[src/rtl/vectadd_sysid_ext.sv]
// vectadd_sysid_ext: system-ID and housekeeping register slave for the vectadd
// Avalon-MM control interconnect.
//
// Word map (read):
//   0 ID_VALUE   1 TIMESTAMP   2 VERSION   3 CAPS
//   4 UPTIME[31:0] (also latches UPTIME[63:32] into the HI snapshot)
//   5 UPTIME_HI snapshot   6 SCRATCH0   7 SCRATCH1
//
// Writes: word 4 clears the uptime counter, words 6/7 update the enabled
// bytes of an implemented scratch register, everything else is ignored.
// A read and a write in the same cycle perform the read only.
//
// Reads return through a fixed pipeline of READ_LATENCY stages (1..3) with a
// one-cycle readdatavalid strobe; no waitrequest, one new read per cycle.
// NUM_SCRATCH selects how many scratch registers exist (0..2); absent ones
// read as zero.

module vectadd_sysid_ext #(
  parameter logic [31:0] ID_VALUE      = 32'd0,
  parameter logic [31:0] TIMESTAMP     = 32'd1480046161,
  parameter logic [31:0] VERSION       = 32'h0002_0000,
  parameter int          READ_LATENCY  = 1,
  parameter int          NUM_SCRATCH   = 2,
  parameter logic [31:0] SCRATCH_RESET = 32'd0
) (
  input  logic        clock,
  input  logic        reset_n,
  input  logic [2:0]  address,
  input  logic        read,
  input  logic        write,
  input  logic [31:0] writedata,
  input  logic [3:0]  byteenable,
  output logic [31:0] readdata,
  output logic        readdatavalid
);

  // Capability word: ASCII "SY" tag, reserved byte, then the build-time
  // configuration so software can discover scratch count and read latency.
  localparam logic [31:0] CAPS = {16'h5359, 8'h00,
                                  4'(NUM_SCRATCH), 4'(READ_LATENCY)};

  localparam logic [2:0] ADDR_ID       = 3'd0;
  localparam logic [2:0] ADDR_STAMP    = 3'd1;
  localparam logic [2:0] ADDR_VERSION  = 3'd2;
  localparam logic [2:0] ADDR_CAPS     = 3'd3;
  localparam logic [2:0] ADDR_UPTIME   = 3'd4;
  localparam logic [2:0] ADDR_UPTIME_HI = 3'd5;
  localparam logic [2:0] ADDR_SCRATCH0 = 3'd6;
  localparam logic [2:0] ADDR_SCRATCH1 = 3'd7;

  // A simultaneous read wins: the write half of the cycle is dropped.
  logic wr_en;
  assign wr_en = write && !read;

  logic        uptime_rd;
  logic        uptime_clr;
  assign uptime_rd  = read  && (address == ADDR_UPTIME);
  assign uptime_clr = wr_en && (address == ADDR_UPTIME);

  // Merge enabled byte lanes of new data over the current register value.
  function automatic logic [31:0] merge_bytes(input logic [31:0] cur,
                                              input logic [31:0] data,
                                              input logic [3:0]  be);
    logic [31:0] res;
    res = cur;
    for (int b = 0; b < 4; b++) begin
      if (be[b]) res[8*b +: 8] = data[8*b +: 8];
    end
    return res;
  endfunction

  // ---------------------------------------------------------------------------
  // Uptime counter and coherent high-word snapshot
  // ---------------------------------------------------------------------------
  logic [63:0] uptime;
  logic [31:0] uptime_hi;

  // Free-running 64-bit cycle counter; a write to word 4 restarts it at zero.
  // NOTE: clocked state uses non-blocking (<=) so every flop samples the
  // pre-edge values of its neighbours regardless of statement order.
  always_ff @(posedge clock or negedge reset_n) begin
    if (!reset_n) begin
      uptime <= '0;
    end else if (uptime_clr) begin
      uptime <= '0;
    end else begin
      uptime <= uptime + 64'd1;
    end
  end

  // Capture the high word in the same edge the low word is read, so a
  // LO-then-HI read pair is consistent even if a carry happens in between.
  always_ff @(posedge clock or negedge reset_n) begin
    if (!reset_n) begin
      uptime_hi <= '0;
    end else if (uptime_rd) begin
      uptime_hi <= uptime[63:32];
    end
  end

  // ---------------------------------------------------------------------------
  // Scratch registers
  // ---------------------------------------------------------------------------
  logic [31:0] scratch0;
  logic [31:0] scratch1;

  if (NUM_SCRATCH > 0) begin : g_scratch0
    // Byte-writable scratch register 0.
    always_ff @(posedge clock or negedge reset_n) begin
      if (!reset_n) begin
        scratch0 <= SCRATCH_RESET;
      end else if (wr_en && (address == ADDR_SCRATCH0)) begin
        scratch0 <= merge_bytes(scratch0, writedata, byteenable);
      end
    end
  end else begin : g_no_scratch0
    assign scratch0 = '0;
  end

  if (NUM_SCRATCH > 1) begin : g_scratch1
    // Byte-writable scratch register 1.
    always_ff @(posedge clock or negedge reset_n) begin
      if (!reset_n) begin
        scratch1 <= SCRATCH_RESET;
      end else if (wr_en && (address == ADDR_SCRATCH1)) begin
        scratch1 <= merge_bytes(scratch1, writedata, byteenable);
      end
    end
  end else begin : g_no_scratch1
    assign scratch1 = '0;
  end

  // ---------------------------------------------------------------------------
  // Read mux and return pipeline
  // ---------------------------------------------------------------------------
  logic [31:0] rd_mux;

  // Select the word addressed this cycle; the live low uptime word is taken
  // before the edge that increments it.
  // NOTE: rd_mux gets a default before the case so no path leaves it
  // unassigned, which would otherwise infer a latch.
  always_comb begin
    rd_mux = '0;
    case (address)
      ADDR_ID:        rd_mux = ID_VALUE;
      ADDR_STAMP:     rd_mux = TIMESTAMP;
      ADDR_VERSION:   rd_mux = VERSION;
      ADDR_CAPS:      rd_mux = CAPS;
      ADDR_UPTIME:    rd_mux = uptime[31:0];
      ADDR_UPTIME_HI: rd_mux = uptime_hi;
      ADDR_SCRATCH0:  rd_mux = scratch0;
      ADDR_SCRATCH1:  rd_mux = scratch1;
      default:        rd_mux = '0;
    endcase
  end

  logic [READ_LATENCY-1:0] vld_pipe;
  logic [31:0]             dat_pipe [READ_LATENCY];

  // Shift read strobes and data toward the output; a stage's data only moves
  // with a valid, so the last stage holds the previous return between strobes.
  // NOTE: the data stages are reset (unlike a plain storage array) because
  // the last one drives readdata, which must read zero out of reset; the
  // valid bits are reset so reads in flight at reset are dropped.
  always_ff @(posedge clock or negedge reset_n) begin
    if (!reset_n) begin
      vld_pipe <= '0;
      for (int i = 0; i < READ_LATENCY; i++) dat_pipe[i] <= '0;
    end else begin
      vld_pipe[0] <= read;
      if (read) dat_pipe[0] <= rd_mux;
      for (int i = 1; i < READ_LATENCY; i++) begin
        vld_pipe[i] <= vld_pipe[i-1];
        if (vld_pipe[i-1]) dat_pipe[i] <= dat_pipe[i-1];
      end
    end
  end

  assign readdata      = dat_pipe[READ_LATENCY-1];
  assign readdatavalid = vld_pipe[READ_LATENCY-1];

endmodule

[config.mk]
export PLATFORM = sky130hd
export DESIGN_NAME = vectadd_sysid_ext
export DESIGN_NICKNAME = d
export VERILOG_FILES = /design/src/rtl/vectadd_sysid_ext.sv
export SDC_FILE = /design/constraint.sdc
export NUM_CORES = 1
export LEC_CHECK = 0
export ABC_CLOCK_PERIOD_IN_PS = 3100
export CORE_MARGIN = 2
export CORE_UTILIZATION = 45
export CTS_CLUSTER_DIAMETER = 120
export DETAILED_ROUTE_END_ITERATION = 8
export GPL_ROUTABILITY_DRIVEN = 0
export GPL_TIMING_DRIVEN = 0
export PLACE_DENSITY = 0.65
export SKIP_CTS_REPAIR_TIMING = 1
export SYNTH_ARGS = -nofsm -noshare
export SYNTH_HDL_FRONTEND = slang
export SYNTH_SLANG_ARGS = --single-unit
[constraint.sdc]
create_clock -name clock -period 3.1 [get_ports clock]
set_input_delay 0.31 -clock clock [delete_from_list [all_inputs] [get_ports clock]]
set_output_delay 0.31 -clock clock [all_outputs]
set_load 0.005 [all_outputs]
==> images/layer_met1.png <==
Cells faint in the background.
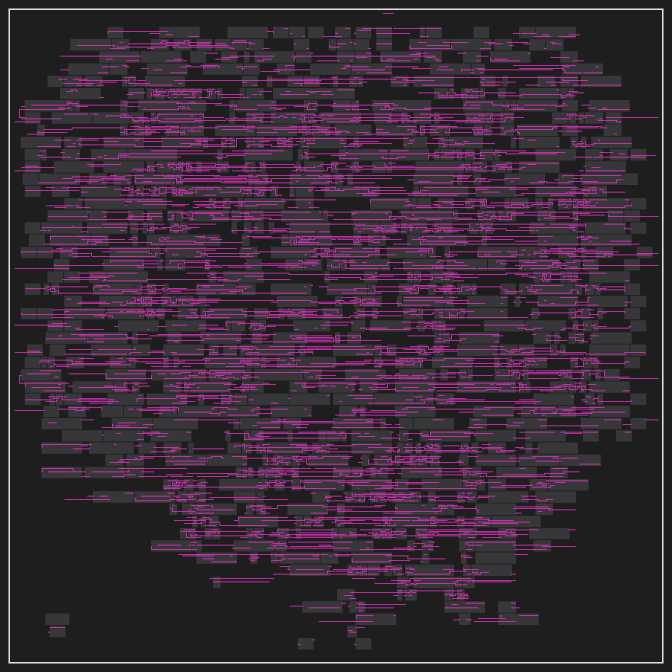
longest straight run: 49.2 um
nets with wire on the layer: 864
wire length on this layer: 11000 um
share of all routed wire: 46%
main direction: horizontal

==> images/layer_met2.png <==
Bar = 50 um.
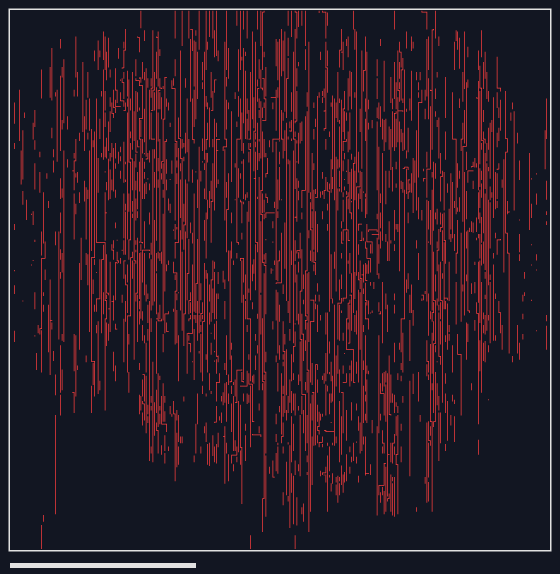
longest straight run: 57.1 um
wire length on this layer: 11200 um

==> out/metrics.yaml <==
status: "complete, no violations"
fin_ws_ns: 0.2350
area_growth_pct: 19.98
cpMaxStageDelayCell: "nor3b_1"
ys_area_sq_um: 8957
rows: 51
yosysCellCount: 794
layout-drive-gt1-share_pct: 17.98
chipArea_sq_um: 21050
slew_headroom_pct: 35.53
initial_core_util_pct: 45.87
dp_cells: 1134
synthArstFlopShare_pct: 100.0
synthAoiAreaFrac_pct: 7.501
first_pass_iters: 5
tightest_slew_ns: 0.9591
coreArea_sq_um: 19530
synthSimpleGateAreaFrac_pct: 14.18
netlist.top_cell.by_area: "dfrtp_1"
fin_skew_ns: 0.01461
crit_family: "buffers and inverters"
syn_nets: 838
rsz0062_at_grt: "no"
pre_cts_ws_ns: -0.2156
min_path_type: "input port to async pin"
overflow: 0
synth.area.mux_share_pct: 18.45
vias: 6639
fin_crit_sh_pct: 92.42
die_x_um: 145.1
hold_ws_ns: 0.3159
finalNonFillerCells: 1166
timing.rr.end: "uptime[51]$_DFF_PN0_"
path_buffers: 3
slew_violations: 0
finalSetupViolCount: 0
==> images/layer_met3.png <==
Bar = 50 um.
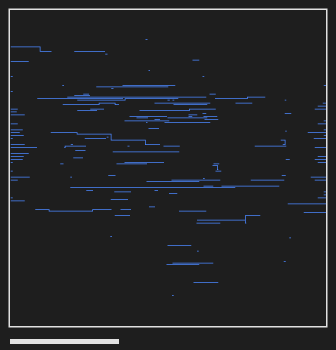
share of all routed wire: 5.1%
main direction: horizontal

==> images/clocks.png <==
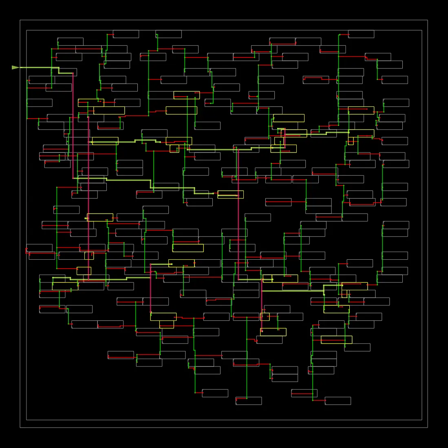
TritonCTS sink count: 193
Flops: 193
number of buffers created by CTS: 17

## final cells by class
class | count | area (sq um) | area share (%)
plain buffers | 41 | 158.9 | 1.479
clock buffers | 19 | 452.9 | 4.215
clock inverters | 12 | 203.9 | 1.898
inverters | 17 | 63.81 | 0.5938
multi-input cells | 543 | 3905 | 36.34
flip-flops and latches | 193 | 4830 | 44.94
well taps | 265 | 331.6 | 3.085
repair buffers | 76 | 800.8 | 7.451
## power breakdown
part | switching (uW) | total, uW | leakage [uW] | internal, uW
sequential | 515 | 3580 | 0.00246 | 3060
combinational | 485 | 1150 | 0.00172 | 667
clock | 982 | 2460 | 0.000324 | 1480
## sequential cells by signal (all words and copies together) (netlist names)
register / count
uptime: 64
readdata: 32
scratch0: 32
scratch1: 32
uptime_hi: 32
readdatavalid: 1
## metal layers
layer	global-route usage (%)	wire length (um)	vias up	share of wire [%]
met4	9.265	708	0	2.9
li1	-	-	3047	-
met5	0	0	-	0
met2	36.48	11190	206	46
met1	33.33	10990	3339	46
met3	5.000	1242	47	5.1
## synth_stat cells, types with 2 or more instances
cell type and n:
nor3_1 3, nor2b_1 4, mux2i_1 20, mux4_2 11
xor2_1 27, or4_1 8, inv_1 17, buf_2 4
xnor2_1 7, clkbuf_1 33, a21oi_1 39, mux2_2 106
nand2_1 58, nor2_1 59, nand4_1 21, nand3_1 41
and4_1 4, nor4_1 2, and2_1 2, o21ai_0 63
and3_1 7, nand2b_1 2, nor4_4 2, o31ai_1 7
buf_1 4, dfrtp_1 193, nor4_2 2, or3_1 22
a31oi_1 15
## worst register-to-register path, cell delays in order (launching register included)
cell,delay (ns)
dfrtp_1,0.45
nand4_1,0.35
nor4_4,0.64
nand3_1,0.36
clkbuf_1,0.34
or3_1,0.41
a21oi_1,0.14
No activity file was given, so power comes from the tool's default toggle rates.
